==> images/congestion_map.png <==
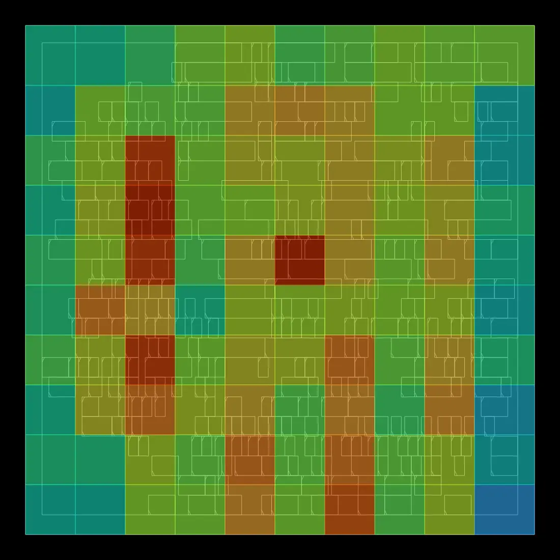
==> images/ff_map.png <==
The bar under the picture is 20 um long. Other sequential cells in the stronger grey, the rest of the logic in the fainter grey.
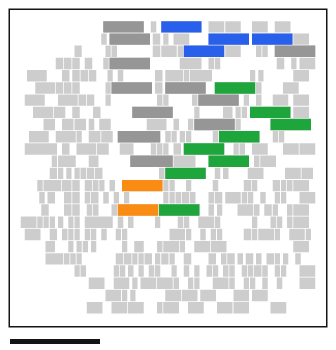
==> images/gates.png <==
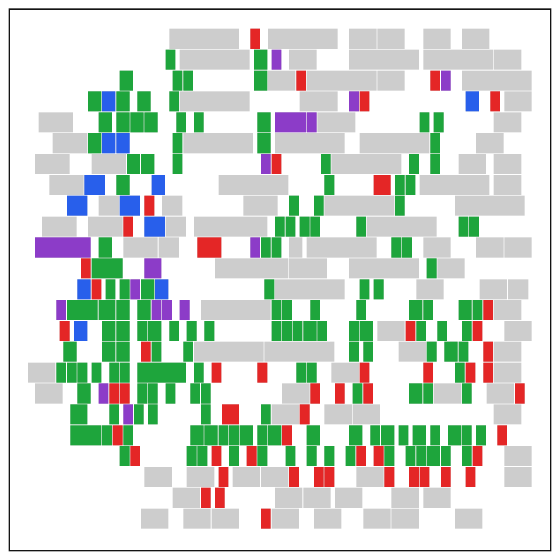
==> images/layers.png <==
Two of the layers only.
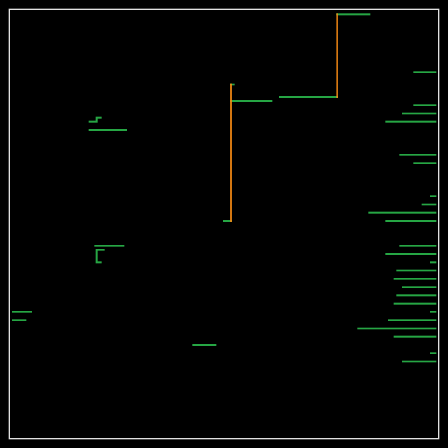
## src/rtl/dreg_arb_pkg.sv

```systemverilog
// Shared types and helpers for the round-robin data-register arbiter.
// Holds the FSM state encoding, index-width helper and reset constants.
package dreg_arb_pkg;

    typedef enum logic [1:0] {
        IDLE,
        GRANT,
        ACK
    } state_t;

    function automatic int idxw(input int n);
        return (n > 1) ? $clog2(n) : 1;
    endfunction

    // last_owner resets to the top index so requester 0 is searched first
    function automatic int last_owner_rst(input int n);
        return n - 1;
    endfunction

endpackage

```

## src/rtl/dreg_rr_arbiter_rr_pick.sv

```systemverilog
// Combinational round-robin picker: first set req bit at or above start,
// wrapping upward; returns the one-hot winner and its index.
module rr_pick
    import dreg_arb_pkg::*;
#(
    parameter int N_REQ = 4,
    parameter int IDXW  = 2
) (
    input  logic [N_REQ-1:0] req,
    input  logic [IDXW-1:0]  start,
    output logic [N_REQ-1:0] onehot,
    output logic [IDXW-1:0]  idx
);

    always_comb begin
        int unsigned pos;
        logic        found;
        onehot = '0;
        idx    = '0;
        found  = 1'b0;
        pos    = 0;
        for (int unsigned k = 0; k < N_REQ; k++) begin
            pos = int'(start) + k;
            if (pos >= N_REQ) begin
                pos = pos - N_REQ;
            end
            if (!found && req[pos]) begin
                found       = 1'b1;
                onehot[pos] = 1'b1;
                idx         = IDXW'(pos);
            end
        end
    end

endmodule

```

## src/rtl/dreg_rr_arbiter.sv

```systemverilog
// Round-robin arbiter and sequencer for a single shared data register.
// One transfer per IDLE -> GRANT -> ACK pass; grant, capture and ack are registered.
module dreg_rr_arbiter
    import dreg_arb_pkg::*;
#(
    parameter int N_REQ = 4,
    parameter int WIDTH = 8
) (
    input  logic                     clk,
    input  logic                     rst_n,
    input  logic [N_REQ-1:0]         req,
    input  logic [N_REQ*WIDTH-1:0]   wdata,
    input  logic                     clr,
    output logic [N_REQ-1:0]         gnt,
    output logic [N_REQ-1:0]         ack,
    output logic [WIDTH-1:0]         q,
    output logic                     q_valid,
    output logic [$clog2(N_REQ)-1:0] owner
);

    localparam int IDXW = idxw(N_REQ);
    localparam logic [IDXW-1:0] LAST_RST = IDXW'(last_owner_rst(N_REQ));

    state_t            state, state_d;
    logic [N_REQ-1:0]  gnt_d, ack_d, pick_oh;
    logic [WIDTH-1:0]  q_d, lane;
    logic              q_valid_d;
    logic [IDXW-1:0]   owner_d, last_owner, last_d, win_idx, win_d, start, pick_idx;

    assign start = (last_owner == IDXW'(N_REQ - 1)) ? '0 : last_owner + 1'b1;
    assign lane  = wdata[win_idx*WIDTH +: WIDTH];

    rr_pick #(
        .N_REQ (N_REQ),
        .IDXW  (IDXW)
    ) u_pick (
        .req    (req),
        .start  (start),
        .onehot (pick_oh),
        .idx    (pick_idx)
    );

    always_ff @(posedge clk or negedge rst_n) begin
        if (!rst_n) begin
            state      <= IDLE;
            gnt        <= '0;
            ack        <= '0;
            q          <= '0;
            q_valid    <= 1'b0;
            owner      <= '0;
            last_owner <= LAST_RST;
            win_idx    <= '0;
        end else begin
            state      <= state_d;
            gnt        <= gnt_d;
            ack        <= ack_d;
            q          <= q_d;
            q_valid    <= q_valid_d;
            owner      <= owner_d;
            last_owner <= last_d;
            win_idx    <= win_d;
        end
    end

    // clr applies in every state; a capture in GRANT overrides it
    always_comb begin
        state_d   = state;
        gnt_d     = gnt;
        ack_d     = ack;
        q_d       = q;
        q_valid_d = clr ? 1'b0 : q_valid;
        owner_d   = owner;
        last_d    = last_owner;
        win_d     = win_idx;
        case (state)
            IDLE: begin
                gnt_d = '0;
                ack_d = '0;
                if (|req) begin
                    gnt_d   = pick_oh;
                    win_d   = pick_idx;
                    state_d = GRANT;
                end
            end
            GRANT: begin
                q_d       = lane;
                q_valid_d = 1'b1;
                owner_d   = win_idx;
                last_d    = win_idx;
                ack_d     = gnt;
                gnt_d     = '0;
                state_d   = ACK;
            end
            ACK: begin
                ack_d   = '0;
                state_d = IDLE;
            end
            default: begin
                gnt_d   = '0;
                ack_d   = '0;
                state_d = IDLE;
            end
        endcase
    end

endmodule
```

## config.mk

```make
export PLATFORM = sky130hd
export DESIGN_NAME = dreg_rr_arbiter
export DESIGN_NICKNAME = d
export VERILOG_FILES = /design/src/rtl/dreg_arb_pkg.sv /design/src/rtl/dreg_rr_arbiter_rr_pick.sv /design/src/rtl/dreg_rr_arbiter.sv
export SDC_FILE = /design/constraint.sdc
export NUM_CORES = 1
export LEC_CHECK = 0
export ABC_AREA = 1
export CAP_MARGIN = 15
export CORE_MARGIN = 2
export CORE_UTILIZATION = 42
export DETAILED_ROUTE_END_ITERATION = 12
export PLACE_DENSITY_LB_ADDON = 0.1
export SKIP_LAST_GASP = 1
export SLEW_MARGIN = 10
export SYNTH_ARGS = -nofsm -noshare
export SYNTH_HDL_FRONTEND = slang
export SYNTH_HIERARCHICAL = 1
export SYNTH_SLANG_ARGS = --single-unit
```

## constraint.sdc

```tcl
create_clock -name clk -period 2.3 [get_ports clk]
set_input_delay 0.46 -clock clk [delete_from_list [all_inputs] [get_ports clk]]
set_output_delay 0.46 -clock clk [all_outputs]
set_load 0.05 [all_outputs]
```

==> out/results.ini <==
[power]
vdd_drop_max_mv=1.273
p_comb_frac=0.720
p_int_mw=1.684
leakage_nw=1.390
seqPwrFrac=0.211
p_sw_mw=2.071
power.largest_group=combinational logic
pwr-share-clk=0.069

[status]
status=complete, no violations

[critical_path]
crit_path_start=last_owner[0]$_DFFE_PN1P_
slowest_stage=dfstp_2
worstPathRequired_ns=2.51

[route]
drc=0
ant_nets=0
drtPass1Iterations=4

[worst_hold_path]
hold_path.startpoint=last_owner[1]$_DFFE_PN1P_
min_path_cells=2
min_to=last_owner[1]$_DFFE_PN1P_

[floorplanning]
io_pins=58
die_h_um=70.40
core_um2=4294

[clock_tree]
root_buffer=clkbuf_8
postCtsSetupRepairBufs=0
cts_tree=done
clk_latency_ns=0.27

[placed_design]
routabilityCongestion=0.9033
place.port_buffers=57
post-dp-hpwl_um=3300

[logic_synthesis]
synth-seq-cells=25
synth.most_common_cell=nand2_1
postSynthSeqShare=0.3392
netlist_area_um2=1852
yosysCellCount=279
area_leaders=dfrtp_1 (31%), nand2_1 (22%), nand3_1 (12%)
synth_top_area_share=0.3108
synthArstFlopShare=1.000

[timing]
finalSetupViolCount=0
fmax_mhz=481.4
fin_skew_ns=0.007760
finalHoldViolCount=0
rsz0062_at_grt=false
period_used_share=0.9031
relSlewSlack=0.5802

[global_routing]
grt_pass1_vias=1808
grt_pass1_wl_um=7817

[finish]
nFillCells=438

-- congestion_map.png (at the start) --
M2 GR Usage: 0.3470
Most Crowded Layer GR: met2
Final Util: 0.5845
met1 Track Usage GR: 0.2386

-- ff_map.png (at the start) --
green -> q  # flops 8
orange -> win_idx  # flops 2
blue -> ack  # flops 4
Reg area: 628.1 um^2
Power Sequential: 0.793 mW
sequential cell area share: 0.2502

-- gates.png (at the start) --
purple -> nor cells  # cells 16
green -> nand cells  # cells 157
red -> inv cells  # cells 53
blue -> aoi and oai cells  # cells 12
Finished Layout Cells: 390
Comb area share: 0.3799
most numerous logic cell after layout: nand2_1

-- layers.png (at the start) --
orange -> M4  # wire length 36.0 um
green -> M3  # wire length 181 um
wire per inst: 10.93 um
total track usage: 0.1889
vias post-DR: 1,797

==> stage by stage <==
| stage | setup WS (ns) | std cells |
|---|---|---|
| floorplan | 0.1919 | 279 |
| global placement | 0.3052 | 386 |
| detailed placement | 0.2423 | 386 |
| CTS | 0.2244 | 390 |
| global route | 0.02228 | 390 |
| finish | 0.2228 | 390 |
==> cell families after synthesis <==
family,after synthesis,share of synthesized area
compound gates,12,0.03783
fa+ha+maj,9,0.06081
buf+inv,60,0.1459
flops,25,0.3392
simple gates,173,0.4162
==> registers in the layout, indices dropped and copies added, names as in the netlist <==
register	flops
state	2
q_valid	1
win_idx	2
owner	2
q	8
gnt	4
last_owner	2
ack	4
==> worst max-delay path, delay by kind of cell (launching register included) <==
family | cells | cell delay [ns]
buffers and inverters | 2 | 0.17
and+or+nand+nor | 9 | 0.95
adders and majority gates | 2 | 0.53
DFF | 1 | 0.38
==> layer usage <==
| layer | GRT usage | vias up | share of wire |
|---|---|---|---|
| li1 | - | 960 | - |
| met1 | 0.2386 | 791 | 0.46 |
| met2 | 0.3470 | 41 | 0.49 |
| met3 | 0.02597 | 5 | 0.042 |
| met4 | 0.02778 | 0 | 0.0084 |
| met5 | 0 | - | 0 |
==> area by class of cell <==
class	instances	area, um^2	share of cell area
sequential	25	628.1	0.2502
tap	52	65.06	0.02592
inverter	53	209.0	0.08325
clock inverter	1	5.005	0.001994
multi-input combinational	194	953.4	0.3799
clock buffer	3	41.29	0.01645
timing repair buffer	62	608.1	0.2423
Power and IR drop assume default switching activity.
